<file path="src/rtl/observer_seq.sv">
// Synchronous channel observer. It registers the selected channel, the OR/XOR reduction flags
// and the rise/fall edges, and keeps a saturating edge count and a sliding-window pattern match.
module observer_seq #(
  parameter int NUM_CH = 4,
  parameter int SEL_W  = 2,
  parameter int CNT_W  = 8,
  parameter int HIST_W = 4
) (
  input  logic              Clk,
  input  logic              Reset,
  input  logic              Enable,
  input  logic [NUM_CH-1:0] In,
  input  logic [SEL_W-1:0]  Sel,
  input  logic [HIST_W-1:0] Pattern,
  input  logic              ClrCnt,
  output logic              MuxOut,
  output logic              AnyActive,
  output logic              Parity,
  output logic              Rise,
  output logic              Fall,
  output logic [CNT_W-1:0]  EdgeCnt,
  output logic              CntSat,
  output logic              Match
);

  localparam int FILL_W = $clog2(HIST_W + 1);
  localparam logic [FILL_W-1:0] FILL_MAX = FILL_W'(HIST_W);
  localparam logic [FILL_W-1:0] FILL_ONE = FILL_W'(1);

  logic              cur;
  logic              sel_chg;
  logic [SEL_W-1:0]  sel_q, sel_d;
  logic              prev_q, prev_d;
  logic              mux_q, mux_d;
  logic              any_q, any_d;
  logic              par_q, par_d;
  logic              rise_q, rise_d;
  logic              fall_q, fall_d;
  logic              match_q, match_d;
  logic [HIST_W-1:0] hist_q, hist_d;
  logic [FILL_W-1:0] fill_q, fill_d;
  logic [CNT_W-1:0]  cnt_q, cnt_d;
  logic              sat_q, sat_d;

  always_comb begin
    cur = In[0];
    if (int'(Sel) < NUM_CH) cur = In[Sel];
    sel_chg = (Sel != sel_q);

    sel_d   = Sel;
    prev_d  = cur;
    mux_d   = 1'b0;
    any_d   = 1'b0;
    par_d   = 1'b0;
    rise_d  = 1'b0;
    fall_d  = 1'b0;
    match_d = 1'b0;
    hist_d  = hist_q;
    fill_d  = fill_q;
    cnt_d   = cnt_q;
    sat_d   = sat_q;

    if (Enable) begin
      mux_d = cur;
      any_d = |In;
      par_d = ^In;
      if (sel_chg) begin
        // A new channel restarts the history with this sample as its first entry.
        hist_d = {{(HIST_W-1){1'b0}}, cur};
        fill_d = FILL_ONE;
      end else begin
        rise_d = !prev_q && cur;
        fall_d = prev_q && !cur;
        hist_d = {hist_q[HIST_W-2:0], cur};
        if (fill_q != FILL_MAX) fill_d = fill_q + FILL_ONE;
      end
      match_d = !sel_chg && (fill_d == FILL_MAX) && (hist_d == Pattern);
    end

    if (ClrCnt) begin
      cnt_d = '0;
      sat_d = 1'b0;
    end else if (rise_d || fall_d) begin
      if (cnt_q == {CNT_W{1'b1}}) begin
        sat_d = 1'b1;
      end else begin
        cnt_d = cnt_q + 1'b1;
        if (cnt_d == {CNT_W{1'b1}}) sat_d = 1'b1;
      end
    end
  end

  always_ff @(posedge Clk) begin
    if (Reset) begin
      sel_q   <= '0;
      prev_q  <= 1'b0;
      mux_q   <= 1'b0;
      any_q   <= 1'b0;
      par_q   <= 1'b0;
      rise_q  <= 1'b0;
      fall_q  <= 1'b0;
      match_q <= 1'b0;
      hist_q  <= '0;
      fill_q  <= '0;
      cnt_q   <= '0;
      sat_q   <= 1'b0;
    end else begin
      sel_q   <= sel_d;
      prev_q  <= prev_d;
      mux_q   <= mux_d;
      any_q   <= any_d;
      par_q   <= par_d;
      rise_q  <= rise_d;
      fall_q  <= fall_d;
      match_q <= match_d;
      hist_q  <= hist_d;
      fill_q  <= fill_d;
      cnt_q   <= cnt_d;
      sat_q   <= sat_d;
    end
  end

  assign MuxOut    = mux_q;
  assign AnyActive = any_q;
  assign Parity    = par_q;
  assign Rise      = rise_q;
  assign Fall      = fall_q;
  assign EdgeCnt   = cnt_q;
  assign CntSat    = sat_q;
  assign Match     = match_q;

endmodule
</file>
<file path="config.mk">
export PLATFORM = sky130hd
export DESIGN_NAME = observer_seq
export DESIGN_NICKNAME = d
export VERILOG_FILES = /design/src/rtl/observer_seq.sv
export SDC_FILE = /design/constraint.sdc
export NUM_CORES = 1
export LEC_CHECK = 0
export CAP_MARGIN = 5
export CORE_MARGIN = 4
export CORE_UTILIZATION = 52
export CTS_CLUSTER_SIZE = 30
export DETAILED_ROUTE_END_ITERATION = 6
export MAX_ROUTING_LAYER = met4
export PLACE_DENSITY = 0.83
export SYNTH_ARGS = -nofsm -noshare
export SYNTH_HDL_FRONTEND = slang
export SYNTH_SLANG_ARGS = --single-unit
</file>
<file path="constraint.sdc">
create_clock -name Clk -period 3.89 [get_ports Clk]
set_clock_uncertainty 0.2 [all_clocks]
set_input_delay 0.389 -clock Clk [delete_from_list [all_inputs] [get_ports Clk]]
set_output_delay 0.389 -clock Clk [all_outputs]
set_load 0.03 [all_outputs]
</file>
==> reports/metrics.yaml, run 1 <==
top_area_frac: 0.3943
syn_to_final_growth_pct: 26.49
ioPinCount: 29
fp.dieH_um: 56.41
warnings: 28
yosys_area_mm2: 0.001219
clock_power_share: 0.249
pre_cts_ws_ns: 0.9021
timing.final.crit_share: 0.6830
cp_slowest_cell: "clkdlybuf4s50_1"
grt_max_degree: 13
ys_seq_share: 0.3943
grt_use_total: 0.1929
placed_cell_area_mm2: 0.001519
use_met2: 0.3306
rr_worst_depth: 6
common_cells: "dfxtp_1 (24), nor2_1 (20), nand2_1 (10)"
slowest_delay_ns: 0.57
most_common_cell: "dfxtp_1"
netlist_area_mm2: 0.001219
cp_max_fo: 11
p_seq_frac: 0.577
min_to: "CntSat"
ys_sh_mux: 0.05441
path_class: "input port to flip-flop"
comb_share: 0.4472
fin_ws_ns: 1.233
start_kind: "input port"
viasPerCell: 5.689
critical_path_required_ns: 3.95
n_fill_cell: 199
drtIter0Drc: 28
syn_inst: 140
ys_sh_simple: 0.2639
maxSlewViolCount: 0
synthAoiAreaFrac: 0.1140
hold_path_class: "flip-flop to flip-flop"
num_antenna_cells: 0
status: "finished, final reports clean"
ys_cells: 140
topCombFamilyByArea: "simple AND/OR/NAND/NOR gates"
taps: 28
use_met1: 0.2272
inv_count: 9
logic_gates: 104
post_cts_resized: 0
core_mm2: 0.002212
gp_congestion: 0.8271
h-tree-depth: 1
stdcell_count: 196
Fig. 1: run 1, clock nets
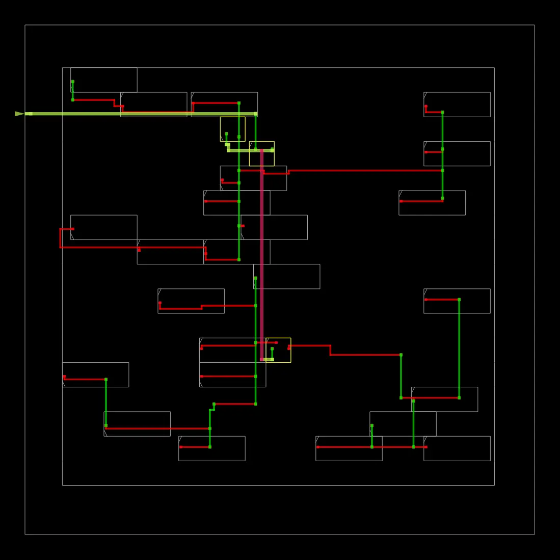
total CTS buffers: 3
clock buffers: 3
Clock group: 0.111 mW
Flops: 24

Fig. 2: run 1, cell classes on the final placement
(6 px per um) Fill, decap, tap and diode cells in grey.
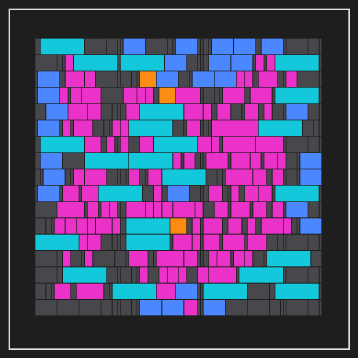
legend:
  cyan:
    class: flip-flops
    cells: 24
    share_of_their_area: 32%
  blue:
    class: other buffers and delay cells
    cells: 28
    share_of_their_area: 19%
  orange:
    class: cells driving clock nets
    cells: 3
    share_of_their_area: 1.5%
  magenta:
    class: all other logic
    cells: 113
    share_of_their_area: 48%

Fig. 3: run 1, clock distribution
(10 px per um)
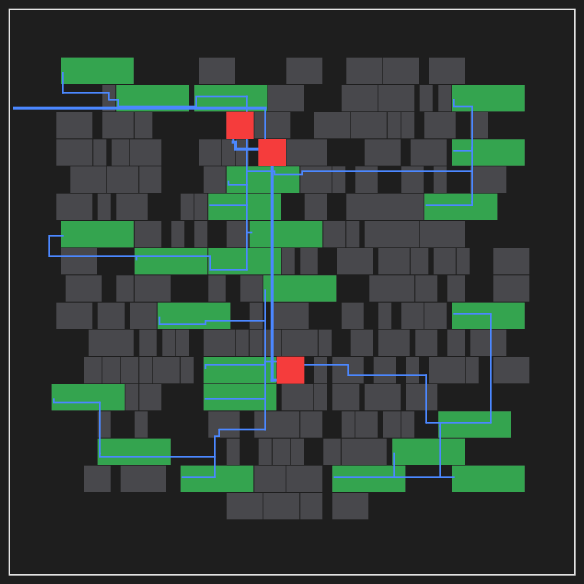
legend:
  green:
    item: flip-flops
    count: 24
  blue:
    item: clock wires
    length: 310 um
  red:
    item: cells driving clock nets
    count: 3
routed clock nets: 4

Fig. 4: run 1, ports around the boundary
(4 px per um) Pins as bars across the die edge, other pins in grey.
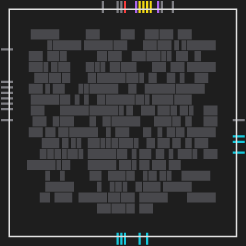

==> run 2, diff against run 1 <==
--- a/config.mk
+++ b/config.mk
@@ -7,11 +7,11 @@
 export LEC_CHECK = 0
 export CAP_MARGIN = 5
 export CORE_MARGIN = 4
-export CORE_UTILIZATION = 52
+export CORE_UTILIZATION = 44
 export CTS_CLUSTER_SIZE = 30
 export DETAILED_ROUTE_END_ITERATION = 6
 export MAX_ROUTING_LAYER = met4
-export PLACE_DENSITY = 0.83
+export PLACE_DENSITY = 0.75
 export SYNTH_ARGS = -nofsm -noshare
 export SYNTH_HDL_FRONTEND = slang
 export SYNTH_SLANG_ARGS = --single-unit
==> constraint.sdc (replaced) <==
create_clock -name Clk -period 2.2 [get_ports Clk]
set_clock_uncertainty 0.2 [all_clocks]
set_input_delay 0.22 -clock Clk [delete_from_list [all_inputs] [get_ports Clk]]
set_output_delay 0.22 -clock Clk [all_outputs]
set_load 0.03 [all_outputs]
Fig. 5: run 2, ports around the boundary
(4 px per um) Pins as bars across the die edge, other pins in grey.
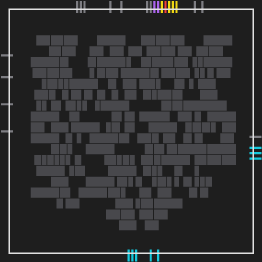
legend:
  purple:
    port: Sel
    pins: 2
    direction: input
    edge: top
  cyan:
    port: EdgeCnt
    pins: 8
    direction: output
    edge: 5 bottom, 3 right
  yellow:
    port: In
    pins: 4
    direction: input
    edge: top
  red:
    port: MuxOut
    pins: 1
    direction: output
    edge: top
all pins by edge: 16 top, 5 bottom, 4 left, 4 right

==> run 2 against run 1 <==
Sequential share of layout area down 2.0 points. Non-clock buffer count rose by 10. Final cell count increased by 6.6%. Largest cell class unchanged. Critical endpoint is now EdgeCnt[5]. First-iteration DRC count rose to 2.6 times the previous value. Clock power grew to 2.9 times the previous value.
==> reports/metrics.yaml, run 2 <==
status: "finished, final reports clean"
ys_seq_share: 0.3943
viasPerCell: 5.292
taps: 30
n_fill_cell: 237
logic_gates: 104
topCombFamilyByArea: "simple AND/OR/NAND/NOR gates"
cp_slowest_cell: "dfxtp_1"
drtIter0Drc: 73
placed_cell_area_mm2: 0.001597
rr_worst_depth: 7
pwr.group.clock_mw: 0.323
ff_count: 24
yosys_area_mm2: 0.001219
grt_max_degree: 15
ys_sh_simple: 0.2639
grt_use_total: 0.1664
ioPinCount: 29
stdcell_count: 209
synthAoiAreaFrac: 0.1140
slowest_delay_ns: 0.38
maxSlewViolCount: 0
cp_max_fo: 10
cts_made_buffers: 3
core_mm2: 0.002567
clock_power_share: 0.347
fin_ws_ns: 0.1186
inv_count: 9
Fig. 6: run 2, cell classes on the final placement
(6 px per um) Fill, decap, tap and diode cells in grey.
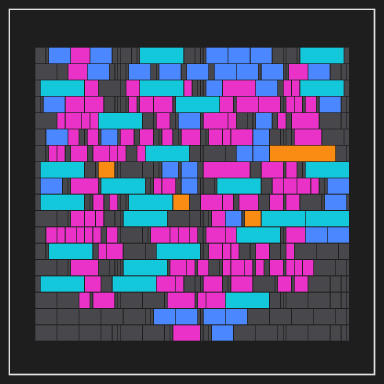
legend:
  blue:
    class: other buffers and delay cells
    cells: 38
    share_of_their_area: 22%
  cyan:
    class: flip-flops
    cells: 24
    share_of_their_area: 30%
  orange:
    class: clock drivers and dummy loads
    cells: 4
    share_of_their_area: 3.3%
  magenta:
    class: all other logic
    cells: 113
    share_of_their_area: 45%

Fig. 7: run 2, clock nets
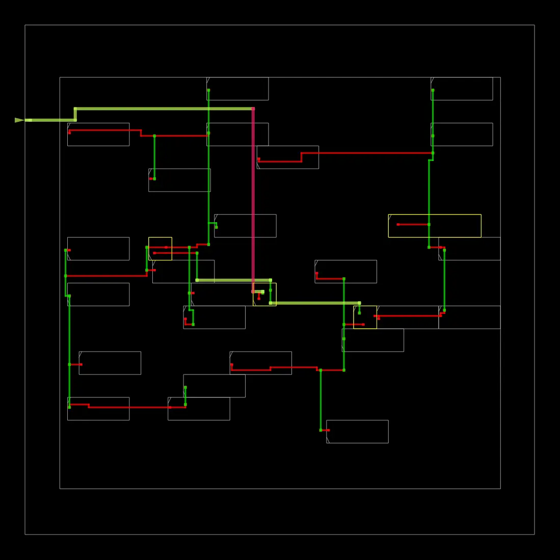

==> run 3, diff against run 2 <==
--- a/config.mk
+++ b/config.mk
@@ -7,11 +7,12 @@
 export LEC_CHECK = 0
 export CAP_MARGIN = 5
 export CORE_MARGIN = 4
-export CORE_UTILIZATION = 44
+export CORE_UTILIZATION = 52
 export CTS_CLUSTER_SIZE = 30
 export DETAILED_ROUTE_END_ITERATION = 6
 export MAX_ROUTING_LAYER = met4
-export PLACE_DENSITY = 0.75
+export PLACE_DENSITY = 0.83
+export REMOVE_ABC_BUFFERS = 1
 export SYNTH_ARGS = -nofsm -noshare
 export SYNTH_HDL_FRONTEND = slang
 export SYNTH_SLANG_ARGS = --single-unit
==> constraint.sdc (replaced) <==
create_clock -name Clk -period 2.5 [get_ports Clk]
set_clock_uncertainty 0.2 [all_clocks]
set_input_delay 0.25 -clock Clk [delete_from_list [all_inputs] [get_ports Clk]]
set_output_delay 0.25 -clock Clk [all_outputs]
set_load 0.03 [all_outputs]
Fig. 8: run 3, clock nets
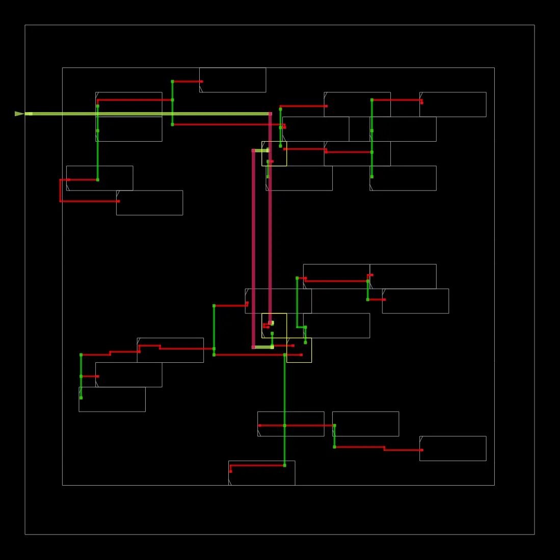
insertion delay to the later sink of the worst-skew pair: 0.30 ns
Clock group: 0.161 mW
TritonCTS Sinks: 24

==> run 3 against run 2 <==
Flip-flop count did not move. Final cell count shrank 3.8%. Sequential share of layout area grew 1.3 points. Combinational power shrank 16%. Critical path depth is the same. Die size shrank 13%. Critical path type is now input port to flip-flop. Critical endpoint unchanged. Largest cell class unchanged. Largest power group unchanged.
==> reports/metrics.yaml, run 3 <==
status: "finished, final reports clean"
yosys_area_mm2: 0.001219
start_kind: "input port"
syn_inst: 140
ys_sh_mux: 0.05441
p_seq_frac: 0.581
cp_max_fo: 10
inv_count: 9
clkbuf_count: 3
pre_cts_ws_ns: 0.01599
placed_cell_area_mm2: 0.001556
timing.final.crit_share: 0.8829
stdcell_count: 201
maxSlewViolCount: 0
slowest_delay_ns: 0.54
most_common_cell: "dfxtp_1"
min_to: "fill_q[1]"
syn_to_final_growth_pct: 29.57
critical_path_required_ns: 2.51
fin_ws_ns: 0.2928
gp_congestion: 0.8394
ys_cells: 140
rr_worst_depth: 7
clock_power_share: 0.233
ys_sh_simple: 0.2639
Fig. 9: run 3, M2 wires
(6 px per um) Cells faint in the background.
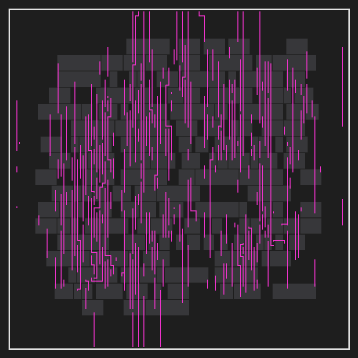
nets with wire on the layer: 167
share of all routed wire: 51%
longest straight run: 30.3 um
via count: 1102
GR met2 Demand/Resource: 0.3255
Total Wirelength: 2.834 mm

Power figures rest on the tool's default switching activity, not on a simulated workload.
